$ cat src/rtl/jk_mod_counter_pkg.sv
// jk_mod_counter_pkg
//
// Shared definitions for the JK-cell modulo counter and its cells:
//   - count direction constants (DIR_UP / DIR_DOWN) as seen on up_down
//   - JK excitation encodings, packed as {J, K}
//   - helpers that turn a desired bit transition into a {J, K} pair
//
// No ports; imported by jk_cell and jk_mod_counter.

package jk_mod_counter_pkg;

    // Direction as sampled on up_down.
    localparam logic DIR_UP   = 1'b1;
    localparam logic DIR_DOWN = 1'b0;

    // JK excitation encodings, packed as {J, K}.
    localparam logic [1:0] JK_HOLD   = 2'b00;
    localparam logic [1:0] JK_RESET  = 2'b01;
    localparam logic [1:0] JK_SET    = 2'b10;
    localparam logic [1:0] JK_TOGGLE = 2'b11;

    // Counting only ever toggles or holds a cell: J=K=1 if the bit changes, else J=K=0.
    function automatic logic [1:0] jk_count_exc(input logic cur, input logic nxt);
        return (cur != nxt) ? JK_TOGGLE : JK_HOLD;
    endfunction

    // Parallel load drives J=d, K=~d so the cell takes d regardless of its old value.
    function automatic logic [1:0] jk_load_exc(input logic d);
        return d ? JK_SET : JK_RESET;
    endfunction

endpackage

$ cat src/rtl/jk_cell.sv
// jk_cell
//
// Single JK flip-flop with synchronous active-high reset.
//
// Ports:
//   clock  in   rising-edge clock
//   reset  in   synchronous active-high reset, forces q to 0
//   j, k   in   excitation: 00 hold, 01 reset, 10 set, 11 toggle
//   q      out  stored bit
//   qnot   out  complement of q

module jk_cell
    import jk_mod_counter_pkg::*;
(
    input  logic clock,
    input  logic reset,
    input  logic j,
    input  logic k,
    output logic q,
    output logic qnot
);

    logic q_d;
    logic q_q;

    always_comb begin
        q_d = q_q;
        case ({j, k})
            JK_HOLD:   q_d = q_q;
            JK_RESET:  q_d = 1'b0;
            JK_SET:    q_d = 1'b1;
            JK_TOGGLE: q_d = ~q_q;
            default:   q_d = q_q;
        endcase
    end

    always_ff @(posedge clock) begin
        if (reset) begin
            q_q <= 1'b0;
        end else begin
            q_q <= q_d;
        end
    end

    assign q    = q_q;
    assign qnot = ~q_q;

endmodule

$ cat src/rtl/jk_mod_counter.sv
// jk_mod_counter
//
// Synchronous modulo-MODULUS up/down counter whose state is held in WIDTH
// jk_cell instances. This module computes the J/K excitation for every cell
// and reads the cells' Q/Qnot back as the count.
//
// Parameters:
//   WIDTH    number of JK cells (count width)
//   MODULUS  count range 0..MODULUS-1, 2 <= MODULUS <= 2**WIDTH
//
// Ports:
//   clock       in   rising-edge clock
//   reset       in   synchronous active-high reset
//   enable      in   count enable
//   up_down     in   1 = count up, 0 = count down
//   load        in   synchronous parallel load (priority over enable)
//   load_value  in   value to load; out-of-range values load MODULUS-1
//   count       out  current count (Q of the cells)
//   tc          out  combinational terminal count for the current direction
//   carry       out  registered one-cycle wrap pulse
//   load_err    out  registered one-cycle out-of-range-load flag
//
// Build option:
//   JKC_ONESHOT_EN  when defined the counter saturates at the terminal value
//                   (MODULUS-1 up, 0 down) instead of wrapping; carry pulses
//                   on the edge that reaches the terminal value.

module jk_mod_counter
    import jk_mod_counter_pkg::*;
#(
    parameter int unsigned WIDTH   = 4,
    parameter int unsigned MODULUS = 10
) (
    input  logic             clock,
    input  logic             reset,
    input  logic             enable,
    input  logic             up_down,
    input  logic             load,
    input  logic [WIDTH-1:0] load_value,
    output logic [WIDTH-1:0] count,
    output logic             tc,
    output logic             carry,
    output logic             load_err
);

    // Reject illegal configurations at elaboration.
    if ((MODULUS < 2) || (64'(MODULUS) > (64'(1) << WIDTH))) begin : g_bad_modulus
        $error("jk_mod_counter: MODULUS must satisfy 2 <= MODULUS <= 2**WIDTH");
    end

    localparam logic [WIDTH-1:0] CountMax = WIDTH'(MODULUS - 1);
    localparam logic [WIDTH-1:0] CountOne = WIDTH'(1);
    // One extra bit so MODULUS == 2**WIDTH is representable.
    localparam logic [WIDTH:0]   ModExt   = (WIDTH + 1)'(MODULUS);

    logic [WIDTH-1:0] count_n;
    logic [WIDTH-1:0] j_vec;
    logic [WIDTH-1:0] k_vec;
    logic [WIDTH-1:0] next_count;

    logic at_max;
    logic at_zero;
    logic illegal;

    logic carry_d;
    logic carry_q;
    logic load_err_d;
    logic load_err_q;

    assign at_max  = (count == CountMax);
    assign at_zero = &count_n;
    // Only reachable if a cell is forced from outside.
    assign illegal = ({1'b0, count} >= ModExt);

    assign tc = enable & (((up_down == DIR_UP) & at_max) | ((up_down == DIR_DOWN) & at_zero));

    // Next-count selection and excitation. Reset is applied inside the cells
    // and the output flops, so the excitation is don't-care on a reset edge.
    always_comb begin
        next_count = count;
        carry_d    = 1'b0;
        load_err_d = 1'b0;
        j_vec      = '0;
        k_vec      = '0;

        if (load) begin
            if (load_value > CountMax) begin
                next_count = CountMax;
                load_err_d = 1'b1;
            end else begin
                next_count = load_value;
            end
            for (int i = 0; i < WIDTH; i++) begin
                {j_vec[i], k_vec[i]} = jk_load_exc(next_count[i]);
            end
        end else if (enable) begin
            if (illegal) begin
                next_count = '0;
            end else if (up_down == DIR_UP) begin
`ifdef JKC_ONESHOT_EN
                // Saturate at the top; carry flags the edge that arrives there.
                if (!at_max) begin
                    next_count = count + CountOne;
                    carry_d    = (next_count == CountMax);
                end
`else
                if (at_max) begin
                    next_count = '0;
                    carry_d    = 1'b1;
                end else begin
                    next_count = count + CountOne;
                end
`endif
            end else begin
`ifdef JKC_ONESHOT_EN
                // Saturate at zero; carry flags the edge that arrives there.
                if (!at_zero) begin
                    next_count = count - CountOne;
                    carry_d    = (next_count == '0);
                end
`else
                if (at_zero) begin
                    next_count = CountMax;
                    carry_d    = 1'b1;
                end else begin
                    next_count = count - CountOne;
                end
`endif
            end
            for (int i = 0; i < WIDTH; i++) begin
                {j_vec[i], k_vec[i]} = jk_count_exc(count[i], next_count[i]);
            end
        end
    end

    always_ff @(posedge clock) begin
        if (reset) begin
            carry_q    <= 1'b0;
            load_err_q <= 1'b0;
        end else begin
            carry_q    <= carry_d;
            load_err_q <= load_err_d;
        end
    end

    assign carry    = carry_q;
    assign load_err = load_err_q;

    for (genvar i = 0; i < WIDTH; i++) begin : g_cells
        jk_cell u_cell (
            .clock (clock),
            .reset (reset),
            .j     (j_vec[i]),
            .k     (k_vec[i]),
            .q     (count[i]),
            .qnot  (count_n[i])
        );
    end

endmodule

$ cat config.mk
export PLATFORM = sky130hd
export DESIGN_NAME = jk_mod_counter
export DESIGN_NICKNAME = d
export VERILOG_FILES = /design/src/rtl/jk_mod_counter_pkg.sv /design/src/rtl/jk_cell.sv /design/src/rtl/jk_mod_counter.sv
export SDC_FILE = /design/constraint.sdc
export NUM_CORES = 1
export LEC_CHECK = 0
export CORE_MARGIN = 10
export CORE_UTILIZATION = 40
export DETAILED_ROUTE_END_ITERATION = 10
export DONT_BUFFER_PORTS = 1
export MAX_ROUTING_LAYER = met4
export SYNTH_ARGS = -nofsm -noshare
export SYNTH_HDL_FRONTEND = slang
export SYNTH_HIERARCHICAL = 1
export SYNTH_SLANG_ARGS = --single-unit
$ cat constraint.sdc
create_clock -name clock -period 5.6 [get_ports clock]
set_input_delay 1.12 -clock clock [delete_from_list [all_inputs] [get_ports clock]]
set_output_delay 1.12 -clock clock [all_outputs]
set_load 0.01 [all_outputs]
### Clock distribution, run 1

The bar under the picture is 20 µm long.
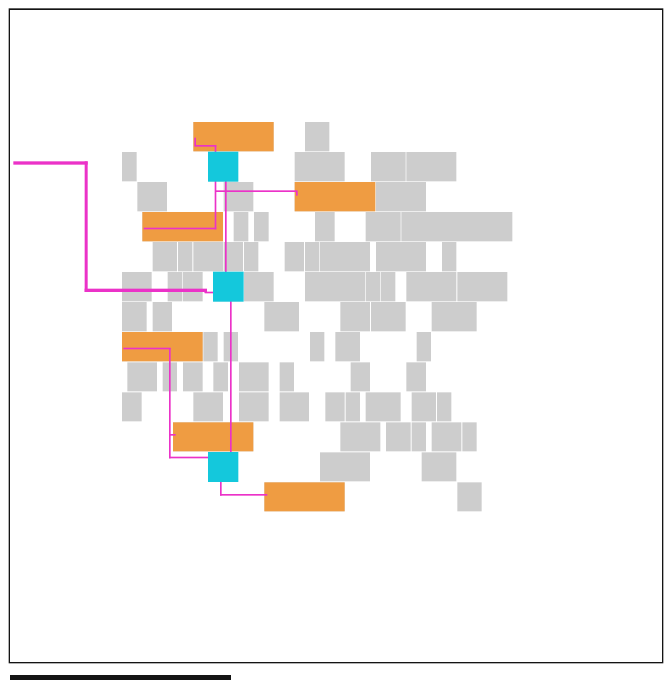
[cells driving clock nets] cyan | count: 3
[flip-flops] orange | count: 6
[clock wires] magenta | length: 111 µm
routed clock nets: 4
part of the power in the clock network: 0.261
worst-case clock skew: 0.473 ps
clock latency on the worst-skew pair: 240 ps

### Cells colored by class, run 1

Fill, decap, tap and diode cells in gray.
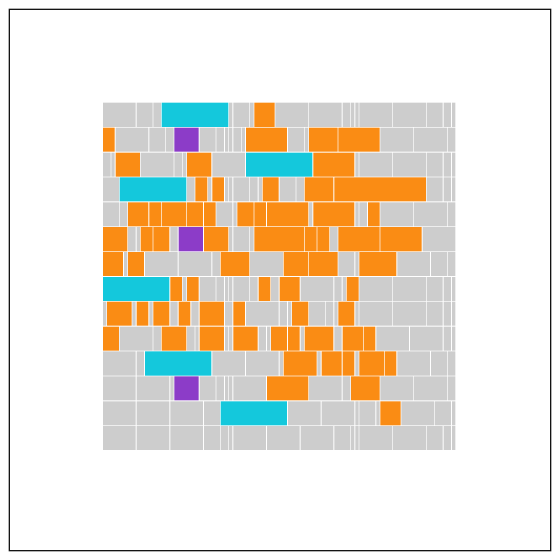
| class | color | cells | share of their area |
|---|---|---|---|
| cells driving clock nets | purple | 3 | 3.6% |
| all other logic | orange | 68 | 77% |
| flops | cyan | 6 | 19% |
core box area: 1470 µm²
flop share of the area: 0.187
Util after Layout: 0.436
row cnt: 14

==> GITHUB_STEP_SUMMARY, run 1 <==
### Metrics collected by this job

| Metric | Value |
|---|---|
| Sw Ratio | 0.368 |
| Non-clk bufs | 0 |
| Largest power group | sequential cells |
| Overall Power | between 150 and 200 µW |
| Synth flops | 6 |
| Gate power share | 0.342 |
| Flops | 6 |
| Largest net degree at the start of global routing | 13 |
| First-pass GRT wire length | approximately 2700 µm |
| Area-dominant class | logic gates |
| GR Util All Layers | 0.0979 |
| Cts bufs inserted | 3 |
| Drc violations | 0 |
| Initial antenna violation count | 0 |
| Critical path capture point type | output port |
| # Post-CTS Setup Buffers | 0 |
| Part of the power in registers | 0.397 |
| Worst setup margin | 2660 ps |
| Synth Area per Inst | 8.14 µm² |
| Remaining antenna violation count after routing | 0 |
| Root buffer cell | clkbuf_4 |
| Kind of critical path | reg -> out |
| Max-cap violations | 0 |
| PD cells | 235 nW/µm² |
| Inverters | 10 |
| Reg area | 120 µm² |
| Final min period | around 2900 ps |
| Worst-path fanout max | 12 |
| Worst slew margin | 0.652 |
| Clock slew at reported path FFs | roughly 40 ps |
| Vias per inst | slightly above 6 |
| Setup TNS | 0 ps |
| Inst Count DP | roughly 90 |
| Synth Cell Area | 611 µm² |
| CP arrival | 1820 ps |
| Final nets | 92 |
| Yosys warns | 6 |
| Outcome | finished clean |
| CLK BUF | 3 |
| Crit-path leading delay family | flip-flops |
| Crit-path cells | inv_1 > ha_1 > nand4b_1 > o21ai_0 > and2_1 |
| Worst reg-to-reg path cell count | 7 |
| Fraction of area in multi-input gates | 0.688 |
| Chip area | about 3500 µm² |
| Initial DRC Count | 5 |
| Final Setup Violations | 0 |
| CP max stage cell | dfxtp_1 |
| Critical Path Stages | 5 |
| CTS tree | yes |
| Pre-CTS WS | 2870 ps |
| Worst Setup Start Kind | flop |
| Final hold violation count | 0 |
| Clock sinks | 6 |
| WHS Path Cells | 2 |
| Internal | 95.5 µW |
| Crit path largest cell delay | 640 ps |
| Chip Area, Yosys | 611 µm² |
| Multi-input gates | 58 |
| Number of global-route vias before repair | 597 |
| Logic area | 442 µm² |
| Layout area overhead | 5.12% |
| Comb. pwr | slightly above 50 µW |
| Layout cell share with drive strength beyond 1 | 0.156 |
| Fin. max-slew vios | 0 |
| H-tree levels | 1 |
| Diodes inserted | 0 |
| Peak supply drop | 0.114 mV |
| Clock Path Buffers | 2 |
| Switching pwr | 55.6 µW |
| Post-detailed-route wirelength per cell | 16.7 µm |
| Syn Inst Count | 75 |
| WL final | 1550 µm |
| OpenROAD warnings | 29 |
| CP bufs+invs | 1 |
| CTS resizes | 0 |
| Clock network area share | 0.0351 |
| DR pass1 iterations | 4 |
| Register area share after synthesis | 0.197 |
| Unrepaired setup endpoints after global routing | no |
| Leakage power | 0.000261 µW |
| Total vias in the final route | roughly 570 |
| Number of distinct library cells after synthesis | 36 |
| Gp weighted congestion | 0.768 |
| Final hold slack | around 660 ps |
| Placed wire-length estimate | 1240 µm |
| Cell area after placement | 619 µm² |
| I/O Pins | 16 |
### Cell outlines without signal wires, run 1

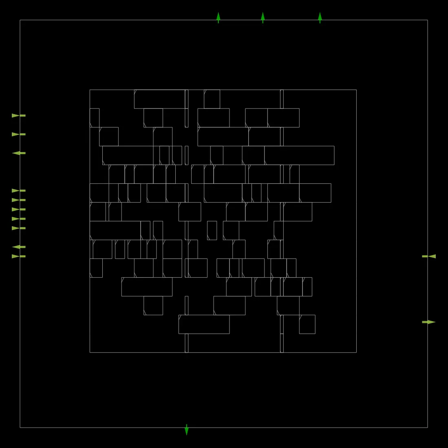
# Taps: 16
Non-Filler Instances: 93
fill cell count: 167

### I/O pins on the die edge, run 1

Pins as bars across the die edge, other pins in gray.
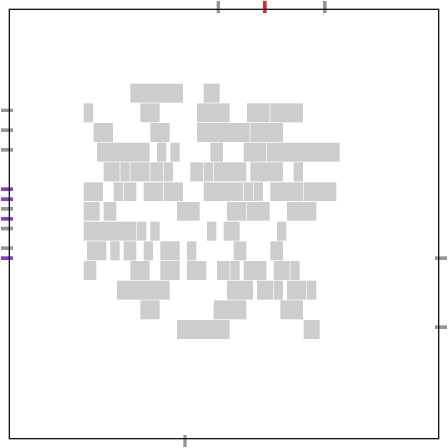
| port | color | pins | direction | edge |
|---|---|---|---|---|
| `load_value` | purple | 4 | input | west |
| `carry` | red | 1 | output | north |
die height: 59.1 µm
number of buffers inserted by port buffering: 0
Die W: 59.1 µm

-- run 1: final timing paths --
kind | from | end | slack [ps]
max | g_cells[1].u_cell/q$_SDFFE_PP0P_ | tc | 2660
min | g_cells[3].u_cell/q$_SDFFE_PP0P_ | g_cells[3].u_cell/q$_SDFFE_PP0P_ | 660
max reg2reg | g_cells[1].u_cell/q$_SDFFE_PP0P_ | g_cells[3].u_cell/q$_SDFFE_PP0P_ | 3310
min reg2reg | g_cells[3].u_cell/q$_SDFFE_PP0P_ | g_cells[3].u_cell/q$_SDFFE_PP0P_ | 660
-- run 1: cells in the final DEF (no fill, tap or decap), types with 2 or more instances in the layout --
master     instances
clkbuf_4           3
a21o_1             2
ha_1               4
a21oi_1            4
a211oi_1           5
nor2_1             6
nand2_1            5
o21ai_1            2
o2111ai_1          2
inv_1             10
nor3_1             3
nand4_1            2
dfxtp_1            6
-- run 1: kinds of logic (layout without fill, tap and decap cells) --
logic type | after synthesis | in the layout | synth area share
adders and majority gates | 4 | 4 | 0.0820
muxes | 2 | 2 | 0.0430
DFF | 6 | 6 | 0.197
AOI/OAI and AO/OA | 24 | 24 | 0.324
and+or+nand+nor | 28 | 28 | 0.275
buffers and inverters | 11 | 13 | 0.0799
-- run 1: routing by layer --
| layer | GRT usage | vias up | wire [µm] |
|---|---|---|---|
| met4 | 0.0590 | 0 | 11 |
| met3 | 0.0408 | 2 | 164 |
| met5 | - | - | 0 |
| met1 | 0.106 | 270 | 659 |
| met2 | 0.146 | 16 | 715 |
| li1 | - | 284 | - |
-- run 1: cells in the mapped netlist --
| library cell | number | share of area |
|---|---|---|
| o311a_1 | 1 | 0.016 |
| o211ai_1 | 1 | 0.012 |
| a2111oi_4 | 1 | 0.045 |
| dfxtp_1 | 6 | 0.20 |
| o21ai_1 | 2 | 0.016 |
| o31a_1 | 1 | 0.014 |
| o21bai_1 | 1 | 0.012 |
| or2_1 | 1 | 0.010 |
| nand2_1 | 5 | 0.031 |
| mux2_1 | 1 | 0.018 |
| o21ai_0 | 1 | 0.0082 |
| nor3b_2 | 1 | 0.020 |
| or2_2 | 1 | 0.010 |
| and4bb_2 | 1 | 0.020 |
| and2_1 | 1 | 0.010 |
| o22ai_1 | 1 | 0.010 |
| and4_1 | 1 | 0.014 |
| mux2_4 | 1 | 0.025 |
| and2b_2 | 1 | 0.014 |
| a211oi_2 | 1 | 0.020 |
| inv_1 | 10 | 0.061 |
| nor3_1 | 3 | 0.025 |
| nor3b_1 | 1 | 0.012 |
| nand4b_1 | 1 | 0.014 |
| a21oi_1 | 4 | 0.033 |
| nand3b_1 | 1 | 0.012 |
| a211oi_1 | 5 | 0.061 |
| o2111ai_1 | 2 | 0.029 |
| nand4_1 | 2 | 0.020 |
| o31ai_2 | 1 | 0.020 |
| or4_1 | 1 | 0.012 |
| ha_1 | 4 | 0.082 |
| a21o_1 | 2 | 0.025 |
| nor2_2 | 1 | 0.010 |
| buf_6 | 1 | 0.018 |
| nor2_1 | 6 | 0.037 |
-- run 1: sequential cells by signal, indices dropped and copies added, names as in the netlist --
register / count
carry: 1
g_cells.u_cell/q: 4
load_err: 1
--- run 2 (diff from run 1) ---
- clock period: 5.6 -> 2.5 ns (I/O delays scaled with it)
### I/O pins on the die edge, run 2

Pins as bars across the die edge, other pins in gray.
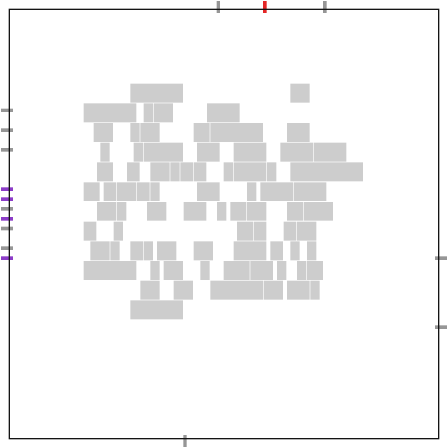
| port | color | pins | direction | edge |
|---|---|---|---|---|
| `carry` | red | 1 | output | north |
| `load_value` | purple | 4 | input | west |
all pins by edge: 10 west, 3 north, 2 east, 1 south

### Cell outlines without signal wires, run 2

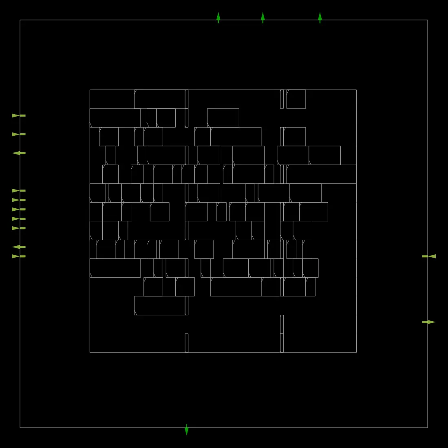
Non-Filler Instances: 95
flop share of the area: 0.183
Flops: 6
Util after Layout: 0.446
fill cell count: 159

### Cells colored by class, run 2

Fill, decap, tap and diode cells in gray.
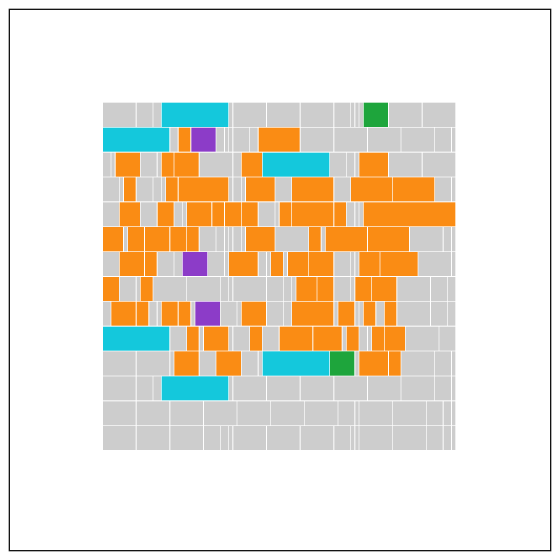
| class | color | cells | share of their area |
|---|---|---|---|
| other buffers and delay cells | green | 2 | 2.4% |
| cells driving clock nets | purple | 3 | 3.5% |
| flops | cyan | 6 | 19% |
| all other logic | orange | 68 | 75% |
final instance area: 657 µm²

==> GITHUB_STEP_SUMMARY, run 2 <==
### Metrics collected by this job

| Metric | Value |
|---|---|
| I/O Pins | 16 (unchanged) |
| Vias per inst | 6.07 (was 6.15) |
| H-tree levels | 1 (unchanged) |
| Syn Inst Count | 75 (unchanged) |
| Overall Power | 345 µW (was 151 µW) |
| Diodes inserted | 0 (unchanged) |
| Die W | 59.1 µm (unchanged) |
| CP arrival | 1550 ps (was 1820 ps) |
| Chip Area, Yosys | 611 µm² (unchanged) |
| Worst slew margin | 0.688 (was 0.652) |
| Final min period | just over 2000 ps |
| Register area share after synthesis | 0.197 (unchanged) |
| Number of global-route vias before repair | 580 (was 597) |
| Final hold slack | 327 ps (was 663 ps) |
| Yosys warns | 6 (unchanged) |
| Synth Cell Area | 611 µm² (unchanged) |
| Unrepaired setup endpoints after global routing | no (unchanged) |
| Max reg flops | 4 (unchanged) |
| Placed wire-length estimate | 1180 µm (was 1240 µm) |
| Core box area | 1470 µm² (unchanged) |
| Part of the power in registers | 0.364 (was 0.397) |
| Largest net degree at the start of global routing | 13 (unchanged) |
| Kind of critical path | reg -> out (unchanged) |
| Outcome | finished clean (unchanged) |
| Number of buffers inserted by port buffering | 0 (unchanged) |
| Final Setup Violations | 0 (unchanged) |
| Remaining antenna violation count after routing | 0 (unchanged) |
| Chip area | 3490 µm² (unchanged) |
| Max-cap violations | 0 (unchanged) |
| Initial DRC Count | 4 (was 5) |
| Switching pwr | 126 µW (was 55.6 µW) |
| Setup TNS | 0 ps (unchanged) |
| Part of the power in the clock network | 0.262 (was 0.261) |
| Critical path capture point type | output port (unchanged) |
| Cell area leaders | dfxtp_1 20%, ha_1 8.2%, a211oi_1 6.1%, inv_1 6.1%, a2111oi_4 4.5% (unchanged) |
| Leading area contributor after synthesis | dfxtp_1 (unchanged) |
==> run 2: cell counts after synthesis <==
Identical to the previous run, type by type.
==> run 2: power groups by stage <==
stage	logic [µW]	registers, µW	clock network (µW)
finish	129	125	90.3
global route	148	127	101
CTS	131	125	91.5
detailed placement	130	127	0
global placement	128	127	0
floorplan	102	129	0
==> run 2: metrics by stage <==
| step | instances | setup WS, ps |
|---|---|---|
| after floorplan | 75 | 482 |
| after global placement | 92 | 520 |
| after detailed placement | 92 | 504 |
| after CTS | 95 | 447 |
| after global routing | 95 | 284 |
| final | 95 | 448 |
==> run 2: cell families (layout without fill, tap and decap cells) <==
group | after synthesis | in the layout | synth area share
compound gates | 24 | 24 | 0.324
fa+ha+maj | 4 | 4 | 0.0820
buf+inv | 11 | 15 | 0.0799
flops | 6 | 6 | 0.197
mux | 2 | 2 | 0.0430
simple gates | 28 | 28 | 0.275
==> run 2: layout make-up <==
cell class / instances / area [µm²] / share of cell area
well taps: 16 / 20.0 / 0.0305
clock buffers: 3 / 22.5 / 0.0343
multi-input cells: 58 / 442 / 0.672
repair buffers: 2 / 15.0 / 0.0229
flip-flops and latches: 6 / 120 / 0.183
inverters: 10 / 37.5 / 0.0571
==> run 2: path summary, 6_finish.rpt <==
check	end	start	depth (start not counted)	slack, ps
max	tc	g_cells[1].u_cell/q$_SDFFE_PP0P_	5	450
min	load_err$_SDFF_PP0_	reset	1	330
max reg2reg	g_cells[3].u_cell/q$_SDFFE_PP0P_	g_cells[1].u_cell/q$_SDFFE_PP0P_	7	490
min reg2reg	g_cells[1].u_cell/q$_SDFFE_PP0P_	g_cells[1].u_cell/q$_SDFFE_PP0P_	2	590
==> run 2: routing by layer <==
| metal | wire, µm | vias up | GRT usage |
|---|---|---|---|
| li1 | - | 292 | - |
| met1 | 690 | 260 | 0.117 |
| met2 | 579 | 21 | 0.134 |
| met3 | 141 | 4 | 0.0408 |
| met4 | 24 | 0 | 0.0492 |
| met5 | 0 | - | - |
No activity file was given, so power comes from the tool's default toggle rates.
